**src/rtl/tt_sweep_ctrl.sv**
```systemverilog
// ---------------------------------------------------------------------------
// tt_sweep_ctrl
//
// Walks a 4-input combinational function through all 16 input vectors. Each
// vector is held for SETTLE cycles. f_in is sampled on the last edge of each
// window and collected into a truth table. The table is then compared
// against an expected table that was captured when the sweep started.
//
// Parameters
//   SETTLE     cycles each vector is held before it is sampled (1..15)
//
// Ports
//   clk        rising-edge clock
//   rst        asynchronous active-high reset
//   start      sweep request, only looked at while idle
//   abort      sweep cancel, only acted on while running
//   exp_tt     expected truth table, captured when start is accepted
//   f_in       output of the function under test
//   a,b,c,d    vector driven to the function, {a,b,c,d} = vec, a is the MSB
//   busy       high from start acceptance until the done cycle ends
//   done       one-cycle completion pulse
//   tt         captured truth table, bit i = f_in for vector i
//   ones       popcount of tt (valid with done, held afterwards)
//   err        tt differs from the captured expected table
//   first_err  lowest mismatching vector index, 0 when err is 0
// ---------------------------------------------------------------------------
module tt_sweep_ctrl #(
  parameter int SETTLE = 2
) (
  input  logic        clk,
  input  logic        rst,
  input  logic        start,
  input  logic        abort,
  input  logic [15:0] exp_tt,
  input  logic        f_in,
  output logic        a,
  output logic        b,
  output logic        c,
  output logic        d,
  output logic        busy,
  output logic        done,
  output logic [15:0] tt,
  output logic [4:0]  ones,
  output logic        err,
  output logic [3:0]  first_err
);

  typedef enum logic [1:0] {
    IDLE = 2'd0,
    RUN  = 2'd1,
    DONE = 2'd2
  } state_t;

  localparam logic [3:0] CNT_LAST = 4'(SETTLE - 1);

  state_t      state;
  state_t      state_nxt;
  logic [3:0]  vec;
  logic [3:0]  cnt;
  logic [15:0] exp_q;
  logic [15:0] tt_upd;
  logic [15:0] diff_upd;
  logic        win_end;
  logic        last_smp;

  function automatic logic [4:0] popcount16(input logic [15:0] v);
    logic [4:0] n;
    n = '0;
    for (int i = 0; i < 16; i++) begin
      n = n + 5'(v[i]);
    end
    return n;
  endfunction

  // Scanning from the top down leaves the lowest set index in idx;
  // an all-zero vector yields 0.
  function automatic logic [3:0] lowest_set16(input logic [15:0] v);
    logic [3:0] idx;
    idx = '0;
    for (int i = 15; i >= 0; i--) begin
      if (v[i]) begin
        idx = 4'(i);
      end
    end
    return idx;
  endfunction

  // Table as it will look after the current sample is written. The final
  // sample feeds the summary results directly so that they are already
  // registered during the done cycle.
  always_comb begin
    tt_upd      = tt;
    tt_upd[vec] = f_in;
  end

  assign diff_upd = tt_upd ^ exp_q;

  // Abort wins over a sample that falls on the same edge.
  assign win_end  = (state == RUN) && !abort && (cnt == CNT_LAST);
  assign last_smp = win_end && (vec == 4'd15);

  always_ff @(posedge clk or posedge rst) begin
    if (rst) begin
      state <= IDLE;
    end else begin
      state <= state_nxt;
    end
  end

  always_comb begin
    state_nxt = state;
    case (state)
      IDLE: begin
        if (start) begin
          state_nxt = RUN;
        end
      end
      RUN: begin
        if (abort) begin
          state_nxt = IDLE;
        end else if (last_smp) begin
          state_nxt = DONE;
        end
      end
      DONE: begin
        state_nxt = IDLE;
      end
      default: begin
        state_nxt = IDLE;
      end
    endcase
  end

  always_ff @(posedge clk or posedge rst) begin
    if (rst) begin
      vec       <= '0;
      cnt       <= '0;
      tt        <= '0;
      exp_q     <= '0;
      ones      <= '0;
      err       <= 1'b0;
      first_err <= '0;
    end else begin
      case (state)
        IDLE: begin
          if (start) begin
            vec       <= '0;
            cnt       <= '0;
            tt        <= '0;
            exp_q     <= exp_tt;
            ones      <= '0;
            err       <= 1'b0;
            first_err <= '0;
          end
        end
        RUN: begin
          if (abort) begin
            // Partial table and summary results are left as they are.
            vec <= '0;
            cnt <= '0;
          end else if (win_end) begin
            tt  <= tt_upd;
            cnt <= '0;
            // vec wraps to 0 after vector 15, so the function sees 0000 in DONE.
            vec <= vec + 4'd1;
            if (last_smp) begin
              ones      <= popcount16(tt_upd);
              err       <= |diff_upd;
              first_err <= lowest_set16(diff_upd);
            end
          end else begin
            cnt <= cnt + 4'd1;
          end
        end
        default: begin
        end
      endcase
    end
  end

  assign {a, b, c, d} = vec;
  assign busy         = (state != IDLE);
  assign done         = (state == DONE);

endmodule

```
**config.mk**
```make
export PLATFORM = sky130hd
export DESIGN_NAME = tt_sweep_ctrl
export DESIGN_NICKNAME = d
export VERILOG_FILES = /design/src/rtl/tt_sweep_ctrl.sv
export SDC_FILE = /design/constraint.sdc
export NUM_CORES = 1
export LEC_CHECK = 0
export CORE_MARGIN = 1.5
export CORE_UTILIZATION = 50
export DETAILED_ROUTE_END_ITERATION = 12
export GPL_TIMING_DRIVEN = 0
export PLACE_DENSITY = 0.83
export SLEW_MARGIN = 15
export SYNTH_ARGS = -nofsm -noshare
export SYNTH_HDL_FRONTEND = slang
export SYNTH_SLANG_ARGS = --single-unit
```
**constraint.sdc**
```tcl
create_clock -name clk -period 14.3 [get_ports clk]
set_input_delay 2.86 -clock clk [delete_from_list [all_inputs] [get_ports clk]]
set_output_delay 2.86 -clock clk [all_outputs]
set_load 0.01 [all_outputs]
```
==> results_slide.txt, run 1 <==
Flow Results at a Glance

Route
  • Initial DRT Pass Iterations: 4
  • Initial detailed-routing violation count: 217
  • Drc violations: 0
  • Routed Antenna Nets: 0
  • Post-Route WL: 7230 microns

Final timing
  • Final Max Tran Viols: 0
  • Setup TNS: 0 ps
  • Fmax: 140 MHz
  • Hold WS: 490 ps
  • Fin crit share: 0.499
  • Worst Skew: 5.78 ps
  • Worst Tran Pin Value: 664 ps
  • Slew headroom: 0.544
  • Hold Fails Final Rpt: 0

Global route
  • Pin count of the biggest net entering global routing: 38
  • Global-route wire length before repair: 12400 microns
  • Antenna violations before repair: 0
  • Total grt overflow: 0

CTS
  • Reg clk slew, reported paths: 90 ps
  • Worst-Skew Late Latency: 310 ps
  • CTS root buf: clkbuf_8
  • Hold buffer count at CTS: 0
  • CTS tree: built
  • Setup Fix Bufs, Post-CTS: 0
  • Post-CTS sizing: 0
  • Clock buffer depth: 2

Synthesis
  • Post-synth EDFFs: 0
  • Post-Syn Area: 0.00326 sq mm
  • Mean Syn Cell Area: 10.7 sq um
  • Area fraction in mux cells: 0.116
  • Top cell area share: 0.400
  • Ys flops: 52
  • Adder Share, Synth: 0.104
  • Synth Seq Share: 0.400
  • Simple share: 0.142
  • Ys Warns: 0
  • AND-OR/OR-AND share of the synthesized area: 0.120
  • Yosys Chip Area: 0.00326 sq mm
  • XORs/XNORs by Area: 0.0615
  • Post-Synthesis Cells: 303
  • Main flop type: dfrtp_1

Worst setup path
  • Required @ worst endpoint: 14510 ps
  • CP Max Fanout: 10
  • Crit path kind: in2reg
  • Crit end category: flip-flop
  • Crit path DAT: 7340 ps
  • Critical Path Source Type: input port

Place
  • Pre-CTS WS: 6870 ps
  • GP Congestion: 0.886
  • Final HPWL DP: 5560 microns
  • Port buffer count: 52
  • Post-Place Cell Area: 0.00389 sq mm

Pwr
  • Peak supply drop: 0.0542 mV
  • PwrDens: 92.0 mW/mm^2
  • Total power draw: 0.000367 W

Cells and area
  • Area of the multi-input gates: 0.00177 sq mm
  • Fin area: 0.00399 sq mm
  • Area Overhead vs Synth: 22.5%
  • Nets: 405
  • Most numerous logic cells after layout: 52 x dfrtp_1, 52 x clkdlybuf4s50_1, 29 x nand2_1
  • ANT cells: 0

Floorplan
  • Die x size: 83.7 microns
  • Io pins: 53
  • DIE HEIGHT: 83.7 microns
  • Initial core utilization: 0.516
  • Core Rows: 29

Outcome
  • Status: complete, no violations

Flow run
  • Log Warnings: 30

Min path
  • Worst hold-check path type: reg2reg
==> run 1: layer usage <==
metal,share of wire,vias to the layer above,GRT usage
met2,0.46,79,0.335
met4,0.031,0,0.0924
li1,-,1174,-
met1,0.45,1207,0.324
met5,0,-,0
met3,0.055,20,0.0396
==> run 1: cell usage after synthesis (2+ instances only) <==
cell type	instances
nor3_1	2
mux2i_2	7
fa_1	10
nand3b_1	6
nor3b_1	4
a22oi_1	2
a22o_1	3
buf_6	4
nand2b_1	3
inv_1	29
nand3_2	3
mux2i_1	10
a32o_1	3
xnor2_1	14
xor2_1	7
o21ai_1	3
dfrtp_1	52
nor2b_1	3
nand3_1	3
mux2_2	16
or4_1	2
a21oi_1	4
clkbuf_1	8
a21o_1	3
nand2_1	29
ha_1	11
nor2_1	9
or2_1	2
o31ai_1	19
or2_0	2
o21ai_0	7
a211oi_1	3
==> run 1: worst paths after layout <==
kind	start	end	slack (ps)	depth (start not counted)
hold / removal	ones[2]$_DFFE_PP0P_	ones[2]$_DFFE_PP0P_	490	2
max in group asynchronous	rst	tt[2]$_DFFE_PP0P_	10950	3
min in group asynchronous	rst	vec[3]$_DFFE_PP0P_	2830	2
hold reg to reg	ones[2]$_DFFE_PP0P_	ones[2]$_DFFE_PP0P_	490	2
setup / recovery	f_in	ones[4]$_DFFE_PP0P_	7170	14
setup reg to reg	vec[0]$_DFFE_PP0P_	ones[4]$_DFFE_PP0P_	9340	14
==> run 1: flip-flops by register name, summed over array words and instances, names as in the netlist <==
register	flops
cnt	4
err	1
exp_q	16
first_err	4
ones	5
state	2
tt	16
vec	4
==> run 1: critical path, stage by stage <==
cell	delay (ps)
clkdlybuf4s50_1	540
buf_2	270
mux2i_1	370
inv_1	120
fa_1	560
inv_1	60
fa_1	520
fa_1	440
fa_1	490
inv_1	50
ha_1	200
fa_1	400
a21o_1	190
a32o_1	250
==> run 1: cell families after synthesis <==
kind of cell             count (synthesis)
adder cells (fa/ha/maj)                 21
XOR/XNOR                                22
buffers and inverters                   42
flip-flops                              52
multiplexers                            33
AND/OR/NAND/NOR                         79
AND-OR/OR-AND                           54
==> run 1: power by group <==
group / internal [W] / leakage (nW) / switching, W
Combinational: 0.0000453 / 1.11 / 0.0000557
Clock: 0.0000432 / 0.0503 / 0.0000481
Sequential: 0.000161 / 0.686 / 0.0000138
==> run 1: through the flow <==
stage / cells / utilization
global placement: 432 / 0.613
detailed placement: 433 / 0.617
floorplan: 303 / -
CTS: 440 / 0.632
finish: 440 / 0.632
global route: 440 / 0.632
==> run 1: area by class of cell <==
cell class,count,area share
multi-input combinational,209,0.443
inverter,29,0.0273
clock buffer,7,0.0242
buffer,13,0.0201
tap,77,0.0242
timing repair buffer,53,0.136
sequential,52,0.326
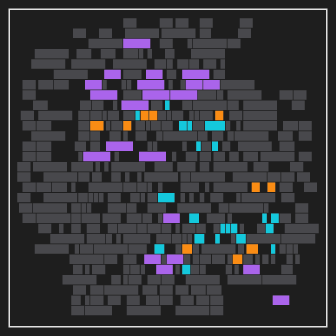
**Above:** run 1 (selected gate families).
[AND and OR gates] orange | cells: 10
[adder and majority cells] purple | cells: 21 | most used: ha_1
[NOR gates] cyan | cells: 21 | most used: nor2_1
logic share of the area: 0.443
Post-Layout Cell Count: 440

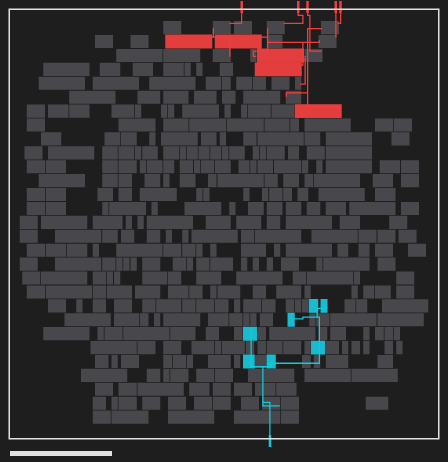
**Above:** run 1 (port wiring).
Scale bar: 20 microns.
[`ones`] red | bits: 5 | direction: output | end cells: 5 | buffers: 5 | wire: 100 microns
[`abort`] cyan | bits: 1 | direction: input | end cells: 7 | buffers: 1 | wire: 59.8 microns

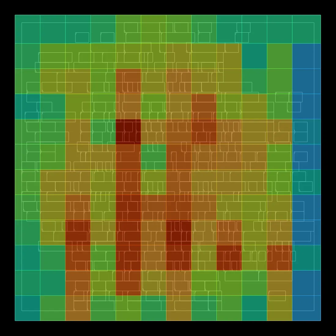
**Above:** run 1 (routing congestion).
met2 usage in global routing: 0.335
WL/cell: 16.4 microns
gr busiest metal: met2

==> inputs of run 2 (changes only) <==
==> constraint.sdc (replaced) <==
create_clock -name clk -period 6.99 [get_ports clk]
set_input_delay 1.398 -clock clk [delete_from_list [all_inputs] [get_ports clk]]
set_output_delay 1.398 -clock clk [all_outputs]
set_load 0.01 [all_outputs]
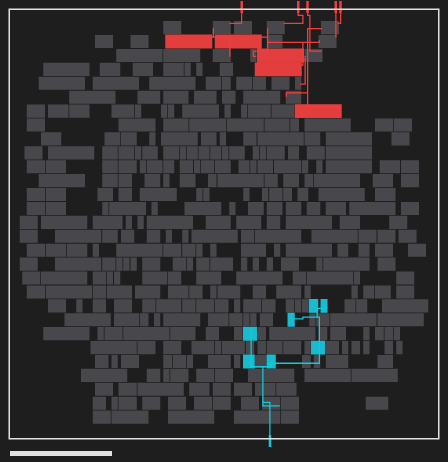
**Above:** run 2 (port wiring).
Scale bar: 20 microns.
port buffer count: 52
io pins: 53

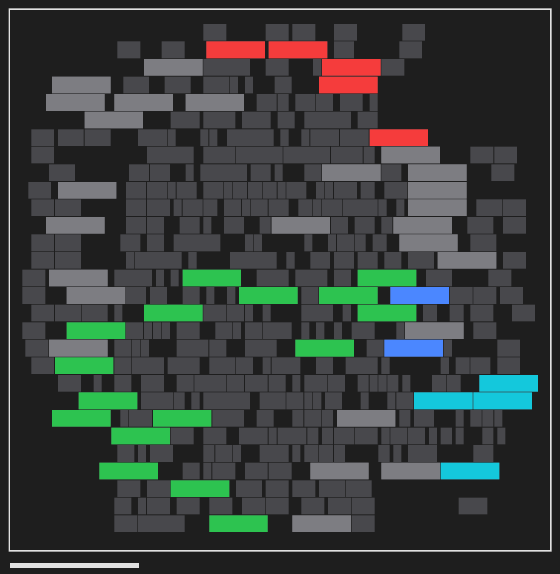
**Above:** run 2 (register map, names as in the netlist).
Scale bar: 20 microns. Other sequential cells in the stronger gray, the rest of the logic in the fainter gray.
[`ones`] red | sequential cells: 5
[`cnt`] cyan | sequential cells: 4 | where: bottom right
[`tt`] green | sequential cells: 16
[`state`] blue | sequential cells: 2
Flop+latch power: 0.000358 W
Register Area: 0.00130 sq mm
post-layout util: 0.632
Seq area share: 0.326

==> run 2 against run 1 <==
Die area unchanged. Clock power up 100%. Sequential cell count unchanged. Worst setup slack worse by 5800 ps. Via count unchanged. Utilization unchanged. Power up 100%. Largest power group unchanged.
==> results_slide.txt, run 2 <==
Flow Results at a Glance

Outcome
  • Status: complete, no violations

Cells and area
  • Post-Layout Cell Count: 440 (unchanged)
  • Most numerous logic cells after layout: 52 x dfrtp_1, 52 x clkdlybuf4s50_1, 29 x nand2_1
  • Area Overhead vs Synth: 22.5% (unchanged)
  • Biggest regs: exp_q (16), tt (16), ones (5)
  • ANT cells: 0 (unchanged)
  • Nets: 405 (unchanged)

Worst setup path
  • CP Max Fanout: 10 (unchanged)
  • Required @ worst endpoint: 7200 ps (-7310 ps)
  • Crit path kind: in2reg
  • Crit path launch: f_in
  • RR Startpoint: vec[0]$_DFFE_PP0P_
  • Crit end category: flip-flop

Synthesis
  • Ys Warns: 0 (unchanged)
  • Synth cell count leaders: 52 x dfrtp_1, 29 x inv_1, 29 x nand2_1
  • Area fraction in mux cells: 0.116 (unchanged)
  • Main flop type: dfrtp_1
  • XORs/XNORs by Area: 0.0615 (unchanged)
  • Post-Syn Area: 0.00326 sq mm (unchanged)
  • AND-OR/OR-AND share of the synthesized area: 0.120 (unchanged)
  • Yosys Chip Area: 0.00326 sq mm (unchanged)
  • Syn_nets: 345
  • Post-Synthesis Cells: 303 (unchanged)
  • Top cell area share: 0.400 (unchanged)
  • Cell with the most instances after synthesis: dfrtp_1
  • Ys flops: 52 (unchanged)
  • Post-synth EDFFs: 0 (unchanged)

Global route
  • Antenna violations before repair: 0 (unchanged)
  • Global-route wire length before repair: 12400 microns (unchanged)
  • Total grt overflow: 0 (unchanged)
  • Pin count of the biggest net entering global routing: 38 (unchanged)

Route
  • Initial DRT Pass Iterations: 4 (unchanged)
  • WL/cell: 16.4 microns (unchanged)
  • Routed Antenna Nets: 0 (unchanged)
  • Initial detailed-routing violation count: 217 (unchanged)
  • Drc violations: 0 (unchanged)
  • Post-Route WL: 7230 microns (unchanged)

CTS
  • CTS tree: built
  • Reg clk slew, reported paths: 90 ps (about the same)
  • CTS root buf: clkbuf_8
  • Clock buffer depth: 2 (unchanged)
  • Worst-Skew Late Latency: 310 ps (about the same)
  • Setup Fix Bufs, Post-CTS: 0 (unchanged)
  • Hold buffer count at CTS: 0 (unchanged)

Floorplan
  • Core Rows: 29 (unchanged)
  • Initial core utilization: 0.516 (unchanged)
  • Die x size: 83.7 microns (unchanged)
  • DIE HEIGHT: 83.7 microns (unchanged)
  • Core area: 0.00631 sq mm
  • Die area: 0.00700 sq mm

Min path
  • Worst hold-check path type: reg2reg
  • Min-delay src: ones[2]$_DFFE_PP0P_

Place
  • GP Congestion: 0.886 (unchanged)
  • Pre-CTS WS: 1020 ps (-5850 ps)
  • Final HPWL DP: 5560 microns (unchanged)
  • Placed cells: 433 (unchanged)

Final timing
  • Final Max Tran Viols: 0 (unchanged)
  • Hold Fails Final Rpt: 0 (unchanged)
  • Worst Tran Pin Value: 664 ps (unchanged)
  • Fin crit share: 0.811
  • Setup TNS: 0 ps (unchanged)
  • Worst Skew: 5.78 ps (unchanged)

Flow run
  • Log Warnings: 30 (unchanged)

Pwr
  • Peak supply drop: 0.111 mV (+100%)
  • PwrDens: 188 mW/mm^2 (+100%)
  • Leakage Power: 1.84 nW
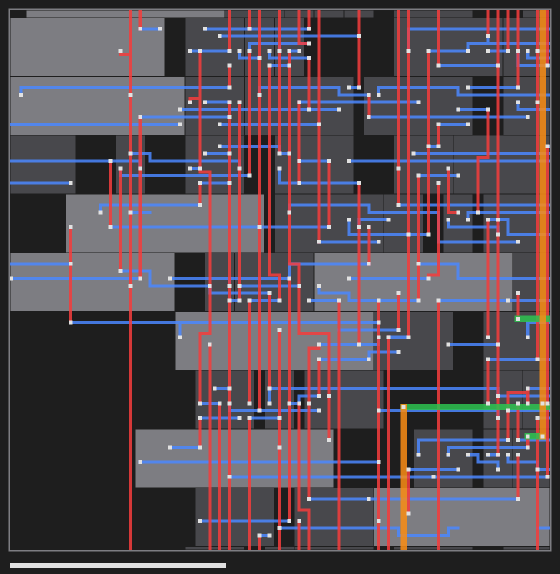
**Above:** run 2 (a small window of the routed layout).
Scale bar: 10 microns. Window x 8 to 33, y 8 to 33 microns. Cells in gray, sequential cells in the stronger gray; small squares are vias.
[metal 4] orange
[metal 2] red
[metal 3] green
[metal 1] blue
most frequent: dfrtp_1 (8), nand2_1 (7), o31ai_1 (6)
cells with their middle in the window: 38
netlist names of flops here include: `tt` (7), `exp_q` (1)
sequential cells in the window: 8

-- run 2: cell counts after synthesis --
No cell type changed its count.
-- run 2: metal layers --
layer	up-vias	GRT usage	part of all wire	wire length (microns)
met5	-	0	0	0
met4	0	0.0924	0.031	221
met3	20	0.0396	0.055	396
met2	79	0.335	0.46	3330
met1	1207	0.324	0.45	3280
li1	1174	-	-	-
-- run 2: where the power goes --
group          internal, W  leakage (nW)  switching (W)
clock            0.0000884        0.0503      0.0000983
sequential        0.000329         0.686      0.0000283
combinational    0.0000927          1.11       0.000114
total             0.000511          1.84       0.000241
-- run 2: cell families after synthesis --
family                   count (synthesis)
flip-flops                              52
multiplexers                            33
AND-OR/OR-AND                           54
buffers and inverters                   42
AND/OR/NAND/NOR                         79
XOR/XNOR                                22
adder cells (fa/ha/maj)                 21
-- run 2: cell type report --
| cell class | instances | area [sq um] |
|---|---|---|
| multi-input combinational | 209 | 1770 |
| fill | 536 | 2320 |
| sequential | 52 | 1300 |
| buffer | 13 | 80.1 |
| tap | 77 | 96.3 |
| clock buffer | 7 | 96.3 |
| inverter | 29 | 109 |
| timing repair buffer | 53 | 541 |
-- run 2: worst max-delay path, stage by stage --
cell and delay, ps:
clkdlybuf4s50_1 540, buf_2 270, mux2i_1 370, inv_1 120, fa_1 560, inv_1 60
fa_1 520, fa_1 440, fa_1 490, inv_1 50, ha_1 200, fa_1 400
a21o_1 190, a32o_1 250
-- run 2: through the flow --
step	power, W	instance area, sq um
CTS	0.000752	3990
finish	0.000751	3990
global placement	0.000560	3870
global route	0.000795	3990
detailed placement	0.000567	3890
floorplan	0.000502	3260
-- run 2: path summary, 6_finish.rpt --
path                                  endpoint  slack, ps  depth (start not counted)
min in group asynchronous   vec[3]$_DFFE_PP0P_       1370                          2
max                        ones[4]$_DFFE_PP0P_       1320                         14
max in group asynchronous    tt[2]$_DFFE_PP0P_       5110                          3
min                        ones[2]$_DFFE_PP0P_        490                          2
min reg2reg                ones[2]$_DFFE_PP0P_        490                          2
max reg2reg                ones[4]$_DFFE_PP0P_       2030                         14
==> inputs of run 3 (changes only) <==
==> constraint.sdc (replaced) <==
create_clock -name clk -period 5.6 [get_ports clk]
set_input_delay 1.12 -clock clk [delete_from_list [all_inputs] [get_ports clk]]
set_output_delay 1.12 -clock clk [all_outputs]
set_load 0.01 [all_outputs]
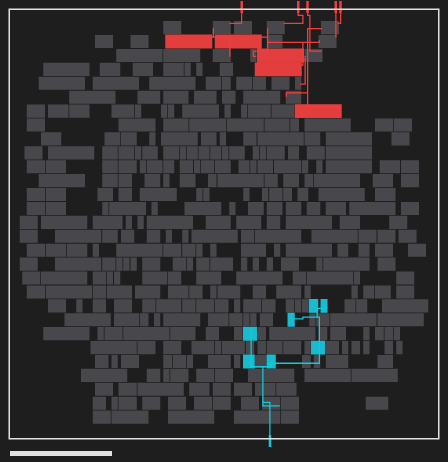
**Above:** run 3 (port wiring).
Scale bar: 20 microns.
[`abort`] cyan | bits: 1 | direction: input | end cells: 7 | buffers: 1 | wire: 59.8 microns
[`ones`] red | bits: 5 | direction: output | end cells: 5 | buffers: 5 | wire: 100 microns

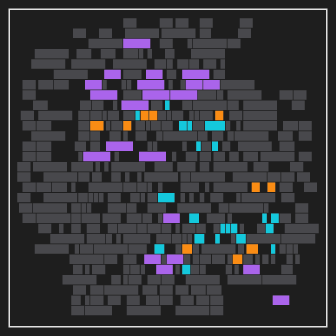
**Above:** run 3 (selected gate families).
[AND and OR gates] orange | cells: 10
[adder and majority cells] purple | cells: 21 | most used: ha_1
[NOR gates] cyan | cells: 21 | most used: nor2_1

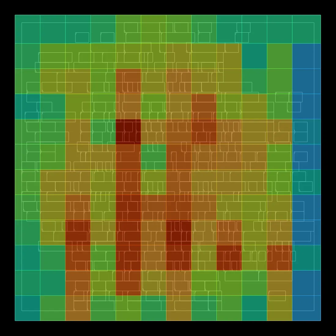
**Above:** run 3 (routing congestion).
GRT met1 Usage: 0.324
GRT met3 Usage: 0.0396
total track usage: 0.224

==> run 3 against run 2 <==
Utilization unchanged. Sequential cell count unchanged. Critical path type unchanged. Sequential power up 25%. Hold slack unchanged. Highest routed layer unchanged. Combinational power up 25%. Power up 25%.
==> results_slide.txt, run 3 <==
Flow Results at a Glance

Outcome
  • Status: complete, no violations

Route
  • Drc violations: 0 (unchanged)
  • DR top layer: met4
  • WL/cell: 16.4 microns (unchanged)
  • WL met2: 3330 microns (unchanged)
  • Initial detailed-routing violation count: 217 (unchanged)
  • M1 wire length: 3280 microns (unchanged)
  • Post-Route WL: 7230 microns (unchanged)

Global route
  • Pin count of the biggest net entering global routing: 38 (unchanged)
  • Global-route wire length before repair: 12400 microns (unchanged)
  • Total grt overflow: 0 (unchanged)

Pwr
  • Total power draw: 0.000938 W (+25%)
  • Peak supply drop: 0.139 mV (+25%)
  • PwrDens: 235 mW/mm^2 (+25%)
  • Switch share: 0.320 (about the same)
  • Logic pwr share: 0.275 (about the same)

Worst setup path
  • CP peak stage delay: 560 ps (about the same)
  • Most used cell, CP: fa_1
  • Required @ worst endpoint: 5810 ps (-1390 ps)
  • CP Max Fanout: 10 (unchanged)
  • Slowest-stage cell, CP: fa_1
  • Crit end category: flip-flop

Cells and area
  • Nets: 405 (unchanged)
  • Fillcell total: 536 (unchanged)
  • Fin area: 0.00399 sq mm (unchanged)
  • Most numerous logic cells after layout: 52 x dfrtp_1, 52 x clkdlybuf4s50_1, 29 x nand2_1
  • Area Overhead vs Synth: 22.5% (unchanged)
  • Biggest regs: exp_q (16), tt (16), ones (5)

Final timing
  • Final Max Tran Viols: 0 (unchanged)
  • Worst Skew: 5.78 ps (unchanged)
  • Setup TNS: 0 ps (unchanged)
  • Fin crit share: 0.962
  • Worst Tran Pin Value: 664 ps (unchanged)

Synthesis
  • XORs/XNORs by Area: 0.0615 (unchanged)
  • Cell with the most instances after synthesis: dfrtp_1
  • Top cell area share: 0.400 (unchanged)
  • Main flop type: dfrtp_1
  • Syn_nets: 345 (unchanged)
  • Area fraction in mux cells: 0.116 (unchanged)
  • Post-Synthesis Cells: 303 (unchanged)
  • Post-Syn Area: 0.00326 sq mm (unchanged)
  • Synth cell count leaders: 52 x dfrtp_1, 29 x inv_1, 29 x nand2_1
  • AND-OR/OR-AND share of the synthesized area: 0.120 (unchanged)

Floorplan
  • Core area: 0.00631 sq mm (unchanged)
  • Die area: 0.00700 sq mm (unchanged)
  • Initial core utilization: 0.516 (unchanged)
  • Io pins: 53 (unchanged)

CTS
  • Worst-Skew Late Latency: 310 ps (about the same)
  • Hold buffer count at CTS: 0 (unchanged)
  • Clock buffer depth: 2 (unchanged)
  • CTS tree: built

Flow run
  • Log Warnings: 30 (unchanged)

Min path
  • Worst hold-check path type: reg2reg

Place
  • Port buffer count: 52 (unchanged)
-- run 3: cell counts in the layout (fill, tap and decap cells not counted) --
Identical to the previous run, type by type.
-- run 3: logic make-up after synthesis --
logic type | Yosys count
buffers and inverters | 42
flip-flops | 52
XOR/XNOR | 22
adder cells (fa/ha/maj) | 21
multiplexers | 33
AND-OR/OR-AND | 54
AND/OR/NAND/NOR | 79
-- run 3: metal layers --
metal  vias to the layer above  global-route usage
met5                         -                   0
met4                         0              0.0924
met3                        20              0.0396
met2                        79               0.335
met1                      1207               0.324
li1                       1174                   -
-- run 3: worst paths after layout --
path                            cells after the start                  end                start  slack, ps
worst max-delay path                               14  ones[4]$_DFFE_PP0P_                 f_in        210
worst min-delay path                                2  ones[2]$_DFFE_PP0P_  ones[2]$_DFFE_PP0P_        490
worst max register to register                     14  ones[4]$_DFFE_PP0P_   vec[0]$_DFFE_PP0P_        640
worst min register to register                      2  ones[2]$_DFFE_PP0P_  ones[2]$_DFFE_PP0P_        490
max in group asynchronous                           3    tt[2]$_DFFE_PP0P_                  rst       3990
min in group asynchronous                           2   vec[3]$_DFFE_PP0P_                  rst       1090
-- run 3: critical path, delay by kind of cell --
kind | cells | cell delay (ps)
adder cells (fa/ha/maj) | 6 | 2610
buffers and inverters | 5 | 1040
AND-OR/OR-AND | 2 | 440
multiplexers | 1 | 370
-- run 3: through the flow --
stage | std cells | setup slack [ps] | utilization
2_1_floorplan | 303 | 816 | -
3_3_place_gp | 432 | -61.6 | 0.613
3_5_place_dp | 433 | -93.6 | 0.617
4_1_cts | 440 | 171 | 0.632
5_1_grt | 440 | 34.6 | 0.632
6_report | 440 | 211 | 0.632
-- run 3: area by class of cell --
class / count / area share
plain buffers: 13 / 0.0201
multi-input cells: 209 / 0.443
well taps: 77 / 0.0242
clock buffers: 7 / 0.0242
inverters: 29 / 0.0273
flip-flops and latches: 52 / 0.326
repair buffers: 53 / 0.136
-- run 3: power groups by stage --
stage                     Sequential [W]  Clock, W  Combinational, W
final                           0.000446  0.000233          0.000258
after global routing            0.000451  0.000255          0.000287
after CTS                       0.000447  0.000235          0.000257
after detailed placement        0.000454         0          0.000254
after global placement          0.000452         0          0.000247
after floorplan                 0.000446         0          0.000181
No activity file was given, so power comes from the tool's default toggle rates.
